Figure 1. PDN straps and rails.
Scale bar: 20 µm. Pins as bars on the die edge.
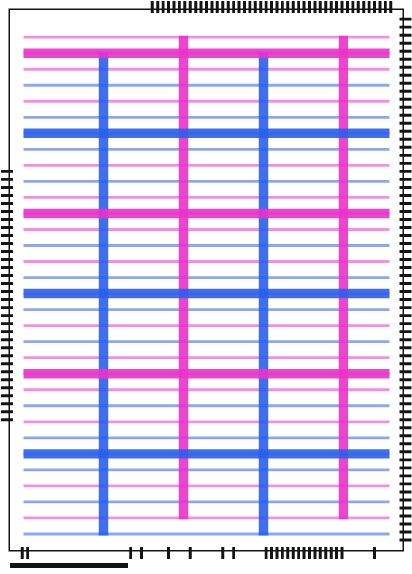
Figure 2. Placed cells, one colour a class.
Scale bar: 20 µm.
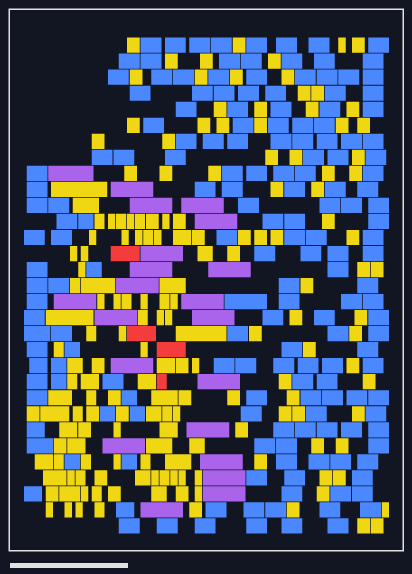
Figure 3. Clock distribution.
Scale bar: 20 µm.
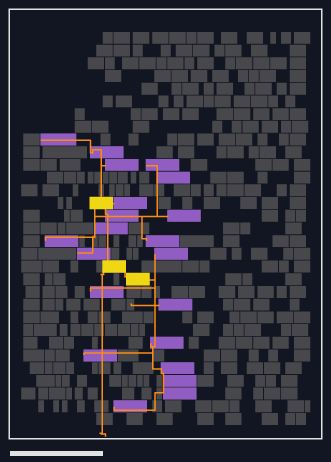
Figure 4. Routed metal, one colour a layer.
Two of the layers only.
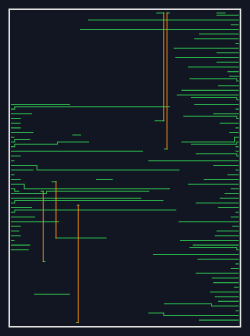
==> config.mk <==
export PLATFORM = sky130hd
export DESIGN_NAME = weight_read_arbiter
export DESIGN_NICKNAME = d
export VERILOG_FILES = /design/src/rtl/weight_pkg.sv /design/src/rtl/rr_arbiter.sv /design/src/rtl/weight_read_arbiter.sv
export SDC_FILE = /design/constraint.sdc
export NUM_CORES = 1
export LEC_CHECK = 0
export CORE_ASPECT_RATIO = 1.4
export CORE_MARGIN = 2
export CORE_UTILIZATION = 28
export DETAILED_ROUTE_END_ITERATION = 10
export HOLD_SLACK_MARGIN = 0.05
export PLACE_DENSITY = 0.78
export SETUP_SLACK_MARGIN = 0.05
export SYNTH_ARGS = -nofsm -noshare
export SYNTH_HDL_FRONTEND = slang
export SYNTH_HIERARCHICAL = 1
export SYNTH_SLANG_ARGS = --single-unit
==> constraint.sdc <==
create_clock -name clk -period 2.2 [get_ports clk]
set_clock_uncertainty 0.05 [all_clocks]
set_input_delay 0.22 -clock clk [delete_from_list [all_inputs] [get_ports clk]]
set_output_delay 0.22 -clock clk [all_outputs]
set_load 0.01 [all_outputs]
==> results.py <==
# Flow results
metrics = {
    "sta": {
        "setup_viol": 0,
        "fmax_mhz": 490,
    },
    "clock_tree": {
        "htreeDepth": 1,
        "cts.hold.buffers_added": 0,
        "cts_sinks": 21,
    },
    "power_and_ir_drop": {
        "pwr-share-comb": 0.608,
        "p_int_mw": 1.23,
        "p_switching_uw": 672,
        "p_seq_frac": 0.261,
        "power_mw": 1.90,
    },
    "finish": {
        "area_growth_pct": 117,
        "nFillCells": 469,
        "fin_cells": 429,
    },
    "synth": {
        "yosys_register_bits": 21,
        "synthesis.area_um2": 1540,
    },
    "global_routing": {
        "grtUsageMet1": 0.186,
    },
    "setup_path": {
        "path_cells": "clkdlybuf4s50_1, or4_4, nand2b_1, nor2_1, and2_1, dlygate4sd2_1",
        "r2r_slack_ns": 0.31,
        "cp_slowest_cell": "or4_4",
    },
    "place": {
        "gp_congestion": 0.846,
        "dp.cells": 425,
    },
    "drt": {
        "drtIter0Drc": 73,
    },
    "run_status": {
        "run_status": "finished, final reports clean",
    },
}
## Picture notes: Figure 1
Blue shows VSS. Magenta shows VDD.
167 signal pins sit on the boundary. 32 met1 rails follow the rows.
peak supply drop: 458 µV
Core Area: 5240 µm²
DIE WIDTH: 66.6 µm
Die Y-Extent: 91.7 µm

## Picture notes: Figure 2
Red shows clock drivers and dummy loads, cells 4, share of their area 1.4%. Blue shows other buffers and delay cells, cells 173, share of their area 53%. Yellow shows all other logic, cells 165, share of their area 33%. Purple shows flip-flops, cells 21, share of their area 13%.
sequential cell area share: 0.127
final core occ: 0.636
Std-Cell Rows: 31

## Picture notes: Figure 3
Orange shows clock wires, length 241 µm. Yellow shows cells driving clock nets, count 3. Purple shows flip-flops, count 21.
There are 4 routed clock nets.
clock power share: 0.131
P_clk: 249 µW

## Picture notes: Figure 4
Green shows met3, wire length 1190 µm. Orange shows met4, wire length 141 µm.
total number of vias: 1935
DRT Wirelength: 6530 µm
GRT Total Usage: 0.207

[cells in the final DEF (no fill, tap or decap), types with 2 or more instances in the layout]
cell type        Yosys  routed
dlymetal6s2s_1       0       2
dfxtp_1             21      20
xor2_1               2       2
nand2b_1             3       3
nor3_1               4       4
xnor2_1              2       2
inv_1                7       7
clkbuf_8             0       3
conb_1               1       2
ha_1                 4       4
o21ai_0              4       4
nor2b_1              2       2
a21oi_1             13      13
nor2_1              10      10
dlygate4sd2_1        0       4
and2_1              74      74
o31a_1               2       2
clkdlybuf4s50_1      0     156
nand2_1             15      15
buf_4                2      10
nor3b_1              5       5
[power groups by stage]
stage,combinational [mW],clock (mW),sequential (mW)
4_1_cts,1.16,0.255,0.496
3_3_place_gp,1.14,0,0.502
6_report,1.15,0.249,0.496
5_1_grt,1.25,0.270,0.508
2_1_floorplan,0.532,0,0.504
3_5_place_dp,1.16,0,0.505
[metrics by stage]
step	setup WS, ns	hold slack (ns)
after floorplan	0.327	0.239
after global placement	-0.112	0.391
after detailed placement	-0.153	0.390
after CTS	0.0610	0.405
after global routing	0.0758	0.417
final	0.159	0.404
[cell families after synthesis]
logic type                 after synthesis  synth area share
other                                    1           0.00244
AOI/OAI and AO/OA                       24             0.105
buffers and inverters                   20            0.0554
muxes                                    2            0.0318
adders and majority gates                4            0.0326
and+or+nand+nor                        121             0.461
DFF                                     21             0.274
xor gates and xnor gates                 5            0.0383
[worst register-to-register path, cell delays in order (launching register included)]
cell and delay [ns]:
dfxtp_2 0.39, nor2b_2 0.20, nor3_1 0.07, o22a_1 0.23, buf_4 0.17, ha_1 0.19, or3_1 0.36, a21oi_1 0.17
[cell type report]
type,count,area share
Tap cell,66,0.0248
Clock buffer,3,0.0124
Timing Repair Buffer,173,0.515
Sequential cell,21,0.127
Inverter,7,0.00789
Multi-Input combinational cell,158,0.312
Clock inverter,1,0.00150
[synth_stat cells]
cell type	instances	area share
a21oi_1	13	0.042
and2_1	74	0.30
and2_2	1	0.0049
and3_1	1	0.0041
buf_2	2	0.0065
buf_4	2	0.0098
clkbuf_1	9	0.022
conb_1	1	0.0024
dfxtp_1	21	0.27
ha_1	4	0.033
inv_1	7	0.017
mux4_1	1	0.017
mux4_2	1	0.015
nand2_1	15	0.037
nand2b_1	3	0.012
nor2_1	10	0.024
nor2b_1	2	0.0081
nor2b_2	1	0.0057
nor2b_4	1	0.0090
nor3_1	4	0.013
nor3b_1	5	0.024
nor4_1	1	0.0041
o21ai_0	4	0.013
o221a_2	1	0.0073
o22a_1	1	0.0057
o311a_1	1	0.0065
o31a_1	2	0.011
o31ai_2	1	0.0081
o41ai_2	1	0.011
or2_2	1	0.0041
or3_1	1	0.0041
or4_1	1	0.0049
xnor2_1	2	0.011
xor2_1	2	0.011
xor3_1	1	0.015
[repair_timing]
action,CTS,global route
setup endpoints to repair,4,6
resized,5,3
pin swaps,0,2
buffers inserted,0,0
[routing by layer]
| metal | wire length [µm] | vias up |
|---|---|---|
| li1 | - | 964 |
| met1 | 2040 | 844 |
| met2 | 3160 | 117 |
| met3 | 1190 | 10 |
| met4 | 141 | 0 |
| met5 | 0 | - |
Power figures rest on the tool's default switching activity, not on a simulated workload.
